### src/rtl/ascii_num_parser_pkg.sv
// Shared types and ASCII constants for the ASCII number parser.
// Optional overflow detection in the top is enabled by ASCII_NUM_PARSER_OVF_EN.
package ascii_num_parser_pkg;

   typedef enum logic [1:0] {
      IDLE  = 2'd0,
      ACCUM = 2'd1,
      DONE  = 2'd2,
      ERR   = 2'd3
   } state_t;

   localparam logic [7:0] ZERO = 8'h30;
   localparam logic [7:0] NINE = 8'h39;
   localparam logic [7:0] LA   = 8'h61;
   localparam logic [7:0] LF   = 8'h66;
   localparam logic [7:0] UA   = 8'h41;
   localparam logic [7:0] UF   = 8'h46;

endpackage

### src/rtl/ascii_num_parser_if.sv
// Character stream in, parsed number and status out.
// Handshake: a char is consumed on every rising edge where char_valid is high
// and the parser is in ACCUM; there is no ready, the parser never stalls.
interface ascii_num_parser_if
   import ascii_num_parser_pkg::*;
#(
   parameter int WIDTH      = 32,
   parameter int MAX_DIGITS = 8
);
   localparam int CW = $clog2(MAX_DIGITS + 1);

   logic             start;
   logic             hex_mode;
   logic             char_valid;
   logic [7:0]       char;
   logic [WIDTH-1:0] value;
   logic [CW-1:0]    digit_cnt;
   logic             busy;
   logic             done;
   logic             err;
   logic             ovf;
   state_t           state;

   modport master (
      output start, hex_mode, char_valid, char,
      input  value, digit_cnt, busy, done, err, ovf, state
   );

   modport slave (
      input  start, hex_mode, char_valid, char,
      output value, digit_cnt, busy, done, err, ovf, state
   );

endinterface

### src/rtl/ascii_num_parser_digit_decode.sv
// Combinational ASCII-to-digit decoder; letters a-f/A-F count only in hex.
module ascii_digit_decode
   import ascii_num_parser_pkg::*;
(
   input  logic [7:0] char,
   input  logic       hex,
   output logic [3:0] digit,
   output logic       is_digit
);

   always_comb begin
      digit    = 4'd0;
      is_digit = 1'b0;
      if (char >= ZERO && char <= NINE) begin
         digit    = char[3:0];
         is_digit = 1'b1;
      end else if (hex && ((char >= LA && char <= LF) || (char >= UA && char <= UF))) begin
         // Both letter ranges start at low nibble 1, so nibble+9 yields 10..15.
         digit    = char[3:0] + 4'd9;
         is_digit = 1'b1;
      end
   end

endmodule

### src/rtl/ascii_num_parser.sv
// Accumulates a decimal or hex ASCII number one char per clock.
// Define ASCII_NUM_PARSER_OVF_EN to flag overflow instead of wrapping.
module ascii_num_parser
   import ascii_num_parser_pkg::*;
#(
   parameter int WIDTH      = 32,
   parameter int MAX_DIGITS = 8
)(
   input logic                clk,
   input logic                reset,
   ascii_num_parser_if.slave  bus
);
   localparam int CW = $clog2(MAX_DIGITS + 1);

   state_t           state;
   logic             hex_q;
   logic [WIDTH-1:0] value_q;
   logic [CW-1:0]    cnt_q;
   logic [3:0]       digit;
   logic             is_digit;
   logic [WIDTH-1:0] acc_next;
   logic             ovf_hit;

   ascii_digit_decode u_decode (
      .char     (bus.char),
      .hex      (hex_q),
      .digit    (digit),
      .is_digit (is_digit)
   );

`ifdef ASCII_NUM_PARSER_OVF_EN
   logic             ovf_q;
   logic [WIDTH+4:0] wide_val;
   logic [WIDTH+4:0] wide_sum;

   // Five spare bits hold value*16+15, the largest possible step.
   assign wide_val = {5'd0, value_q};
   assign wide_sum = (hex_q ? (wide_val << 4) : ((wide_val << 3) + (wide_val << 1)))
                   + {{(WIDTH+1){1'b0}}, digit};
   assign acc_next = wide_sum[WIDTH-1:0];
   assign ovf_hit  = |wide_sum[WIDTH+4:WIDTH];
   assign bus.ovf  = ovf_q;
`else
   assign acc_next = (hex_q ? (value_q << 4) : ((value_q << 3) + (value_q << 1)))
                   + {{(WIDTH-4){1'b0}}, digit};
   assign ovf_hit  = 1'b0;
   assign bus.ovf  = 1'b0;
`endif

   always_ff @(posedge clk) begin
      if (reset) begin
         state   <= IDLE;
         value_q <= '0;
         cnt_q   <= '0;
         hex_q   <= 1'b0;
`ifdef ASCII_NUM_PARSER_OVF_EN
         ovf_q   <= 1'b0;
`endif
      end else if (bus.start) begin
         state   <= ACCUM;
         value_q <= '0;
         cnt_q   <= '0;
         hex_q   <= bus.hex_mode;
`ifdef ASCII_NUM_PARSER_OVF_EN
         ovf_q   <= 1'b0;
`endif
      end else begin
         case (state)
            ACCUM: begin
               if (bus.char_valid) begin
                  if (is_digit) begin
                     if (cnt_q == CW'(MAX_DIGITS)) begin
                        state <= ERR;
                     end else if (ovf_hit) begin
                        state <= ERR;
`ifdef ASCII_NUM_PARSER_OVF_EN
                        ovf_q <= 1'b1;
`endif
                     end else begin
                        value_q <= acc_next;
                        cnt_q   <= cnt_q + 1'b1;
                     end
                  end else if (cnt_q != '0) begin
                     state <= DONE;
                  end else begin
                     state <= ERR;
                  end
               end
            end
            DONE:    state <= IDLE;
            default: state <= state;
         endcase
      end
   end

   assign bus.value     = value_q;
   assign bus.digit_cnt = cnt_q;
   assign bus.busy      = (state == ACCUM);
   assign bus.done      = (state == DONE);
   assign bus.err       = (state == ERR);
   assign bus.state     = state;

endmodule

### src/flat_wrapper.sv
// flat-port wrapper written by rule: the top's interface ports become plain ports
module ascii_num_parser_flat import ascii_num_parser_pkg::*;
#(
   parameter int WIDTH      = 32,
   parameter int MAX_DIGITS = 8
)
  (clk, reset, bus_start, bus_hex_mode, bus_char_valid, bus_char, bus_value, bus_digit_cnt, bus_busy, bus_done, bus_err, bus_ovf, bus_state);
  ascii_num_parser_if #(.WIDTH(WIDTH), .MAX_DIGITS(MAX_DIGITS)) bus_i ();
  input logic clk;
  input logic reset;
  input wire logic [$bits(bus_i.start)-1:0] bus_start;
  input wire logic [$bits(bus_i.hex_mode)-1:0] bus_hex_mode;
  input wire logic [$bits(bus_i.char_valid)-1:0] bus_char_valid;
  input wire logic [$bits(bus_i.char)-1:0] bus_char;
  output wire logic [$bits(bus_i.value)-1:0] bus_value;
  output wire logic [$bits(bus_i.digit_cnt)-1:0] bus_digit_cnt;
  output wire logic [$bits(bus_i.busy)-1:0] bus_busy;
  output wire logic [$bits(bus_i.done)-1:0] bus_done;
  output wire logic [$bits(bus_i.err)-1:0] bus_err;
  output wire logic [$bits(bus_i.ovf)-1:0] bus_ovf;
  output wire logic [$bits(bus_i.state)-1:0] bus_state;
  assign bus_i.start = bus_start;
  assign bus_i.hex_mode = bus_hex_mode;
  assign bus_i.char_valid = bus_char_valid;
  assign bus_i.char = bus_char;
  assign bus_value = bus_i.value;
  assign bus_digit_cnt = bus_i.digit_cnt;
  assign bus_busy = bus_i.busy;
  assign bus_done = bus_i.done;
  assign bus_err = bus_i.err;
  assign bus_ovf = bus_i.ovf;
  assign bus_state = bus_i.state;
  ascii_num_parser #(.WIDTH(WIDTH), .MAX_DIGITS(MAX_DIGITS)) u_core (.clk(clk), .reset(reset), .bus(bus_i));
endmodule
### config.mk
export PLATFORM = sky130hd
export DESIGN_NAME = ascii_num_parser_flat
export DESIGN_NICKNAME = d
export VERILOG_FILES = /design/src/rtl/ascii_num_parser_pkg.sv /design/src/rtl/ascii_num_parser_if.sv /design/src/rtl/ascii_num_parser_digit_decode.sv /design/src/rtl/ascii_num_parser.sv /design/src/flat_wrapper.sv
export SDC_FILE = /design/constraint.sdc
export NUM_CORES = 1
export LEC_CHECK = 0
export CAP_MARGIN = 20
export CORE_MARGIN = 3
export CORE_UTILIZATION = 40
export CTS_CLUSTER_DIAMETER = 30
export DETAILED_ROUTE_END_ITERATION = 12
export GPL_ROUTABILITY_DRIVEN = 0
export GPL_TIMING_DRIVEN = 0
export PLACE_DENSITY_LB_ADDON = 0.05
export SKIP_LAST_GASP = 1
export SYNTH_ARGS = -nofsm -noshare
export SYNTH_HDL_FRONTEND = slang
export SYNTH_HIERARCHICAL = 1
export SYNTH_SLANG_ARGS = --single-unit
### constraint.sdc
create_clock -name clk -period 9.77 [get_ports clk]
set_clock_uncertainty 0.15 [all_clocks]
set_input_delay 1.4655 -clock clk [delete_from_list [all_inputs] [get_ports clk]]
set_output_delay 1.4655 -clock clk [all_outputs]
set_load 0.1 [all_outputs]
==> images/logic_types.png <==
(4 px per um)
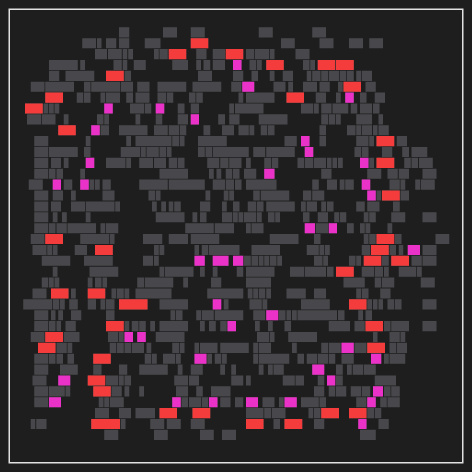
Key: red = adder and majority cells [cells 41, where spread over the die]; magenta = AND and OR gates [cells 41, where spread over the die]

==> images/io_placement.png <==
(4 px per um) Pins as bars across the die edge, other pins in grey.
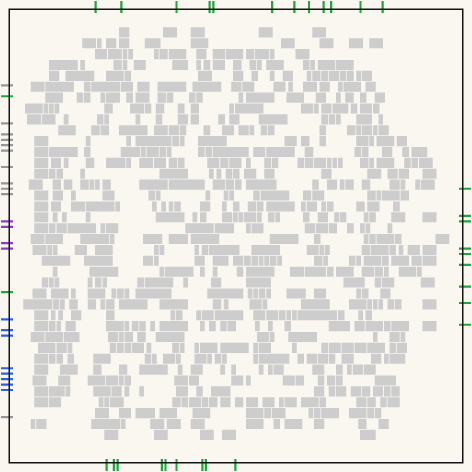
Key: purple = bus_digit_cnt [pins 4, direction output, edge west]; blue = bus_char [pins 8, direction input, edge west]; green = bus_value [pins 32, direction output, edge 12 north, 9 east, 9 south, 2 west]
All pins by edge: 25 west, 12 north, 9 east, 9 south.

==> images/io_fan.png <==
(2 px per um)
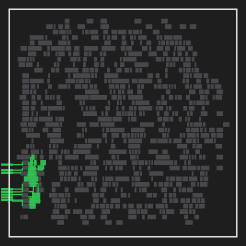
Key: green = bus_char [bits 8, direction input, edge west, end cells 16, buffers 8, wire 156 um]

==> images/sizes.png <==
(4 px per um)
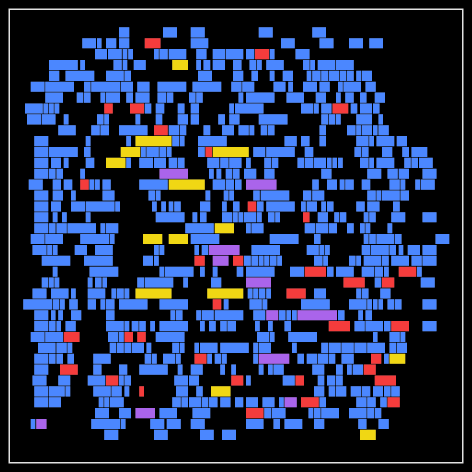
Key: purple = _3 and _4 cells [cells 11, share 1.7%]; yellow = _6 and larger [cells 14, share 2.1%]; blue = _0 and _1 cells [cells 605, share 91%]; red = _2 cells [cells 35, share 5.3%]

==> images/placement.png <==
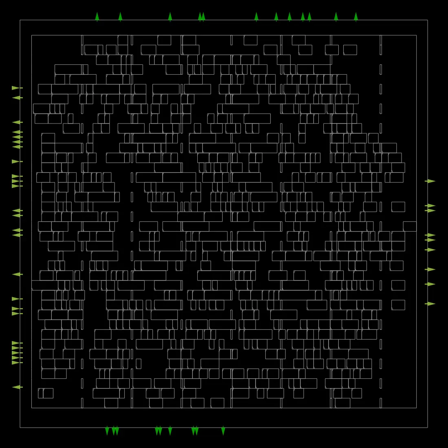
count of inserted tapcells: 140
count of placed standard cells in the final layout, fillers left out: 805
placeable core region: 11030 um2
Row Count: 38
count of sequential standard cells: 39

==> flow_summary.rst <==
Flow metrics
------------

.. list-table::
   :header-rows: 1

   * - Metric
     - Value
   * - Number of DRC markers in iteration 0
     - about 320
   * - Worst hold path endpoint
     - u_core/bus.value[29]
   * - Largest family of logic cells by area
     - simple AND/OR/NAND/NOR gates
   * - Data arrival, critical path
     - between 5 and 6 ns
   * - Final cell utilization of the core
     - 0.4918
   * - Power density normalized to cell area
     - 68.64 nW/um2
   * - Most used cells in the layout excluding fill and tap cells
     - nand2_1 (92), a21oi_1 (57), clkdlybuf4s50_1 (53)
   * - Number of maximum-capacitance violations
     - 0
   * - Normalized max-slew margin
     - 0.3486
   * - Max reg flops
     - 32
   * - Post-synth EDFFs
     - 0
   * - Global-route wire length before repair
     - 22490 um
   * - Largest driver fanout on the critical path
     - 6
   * - Layout cell share with drive strength beyond 1
     - 0.09023
   * - Most common library cells after synthesis
     - nand2_1 (92), a21oi_1 (57), dfxtp_1 (39), ha_1 (39), nor2_1 (39)
   * - Setup repair after global routing missed its margin
     - no
   * - Count of input and output buffers
     - between 50 and 60
   * - Vias/cell
     - between 5 and 6
   * - Max Root-Sink Buffers
     - 2
   * - Critical path's slowest cell
     - clkdlybuf4s50_1
   * - Worst-case register-to-register setup slack
     - 4.21 ns
   * - Placed Cells incl. Taps
     - around 800
   * - Worst hold path startpoint
     - u_core/bus.value[29]
   * - Pin count of the biggest net entering global routing
     - 12
   * - Count of instantiated cells in the yosys netlist
     - 604
   * - Max-area cell share
     - 0.1704
   * - Outcome
     - completed
   * - Worst-Skew Late Latency
     - 0.28 ns
   * - Crit path to
     - u_core/bus.value[27]
   * - Iteration count of the initial detailed-routing pass
     - 5
   * - Remaining Overflow, GRT
     - 0
   * - Share of the core filled by cells before placement
     - 0.4154
   * - Grt met1 use
     - 0.3055
   * - Final sum of negative setup slack
     - 0 ns
   * - Number of nets still failing antenna checks after routing
     - 0
   * - Vertical die dimension
     - around 110 um
   * - Synth Area in Compound Gates
     - 0.2769
   * - Growth of design area from synthesis to finish
     - 18.41%
   * - CTS tree
     - done
   * - Most common cell after layout, fill and taps aside
     - nand2_1
   * - Maximum single-stage delay on the critical path
     - 0.56 ns
   * - CTS buffer count
     - 5
   * - Synth Area in Simple Gates
     - 0.2922
   * - Critical register-to-register path startpoint
     - u_core/hex_q
   * - YS chip area
     - around 4600 um2
   * - Maximum clock rate
     - roughly 170 MHz
   * - Critical Path Sink Type
     - flip-flop
## where the power goes
part | internal (mW) | total (mW) | switching [mW] | leakage [nW]
logic | 0.0179 | 0.0540 | 0.0361 | 1.85
registers | 0.160 | 0.162 | 0.00170 | 0.315
clock network | 0.0944 | 0.157 | 0.0623 | 0.0679
## layout make-up
cell class                 count  area (um2)
fill                        1119        5605
multi-input combinational    520        3536
sequential                    39       780.7
timing repair buffer          53       530.5
buffer                        27       197.7
tap                          140       175.2
clock buffer                   7       132.6
inverter                      18       67.56
clock inverter                 1       5.005
Power and IR drop assume default switching activity.
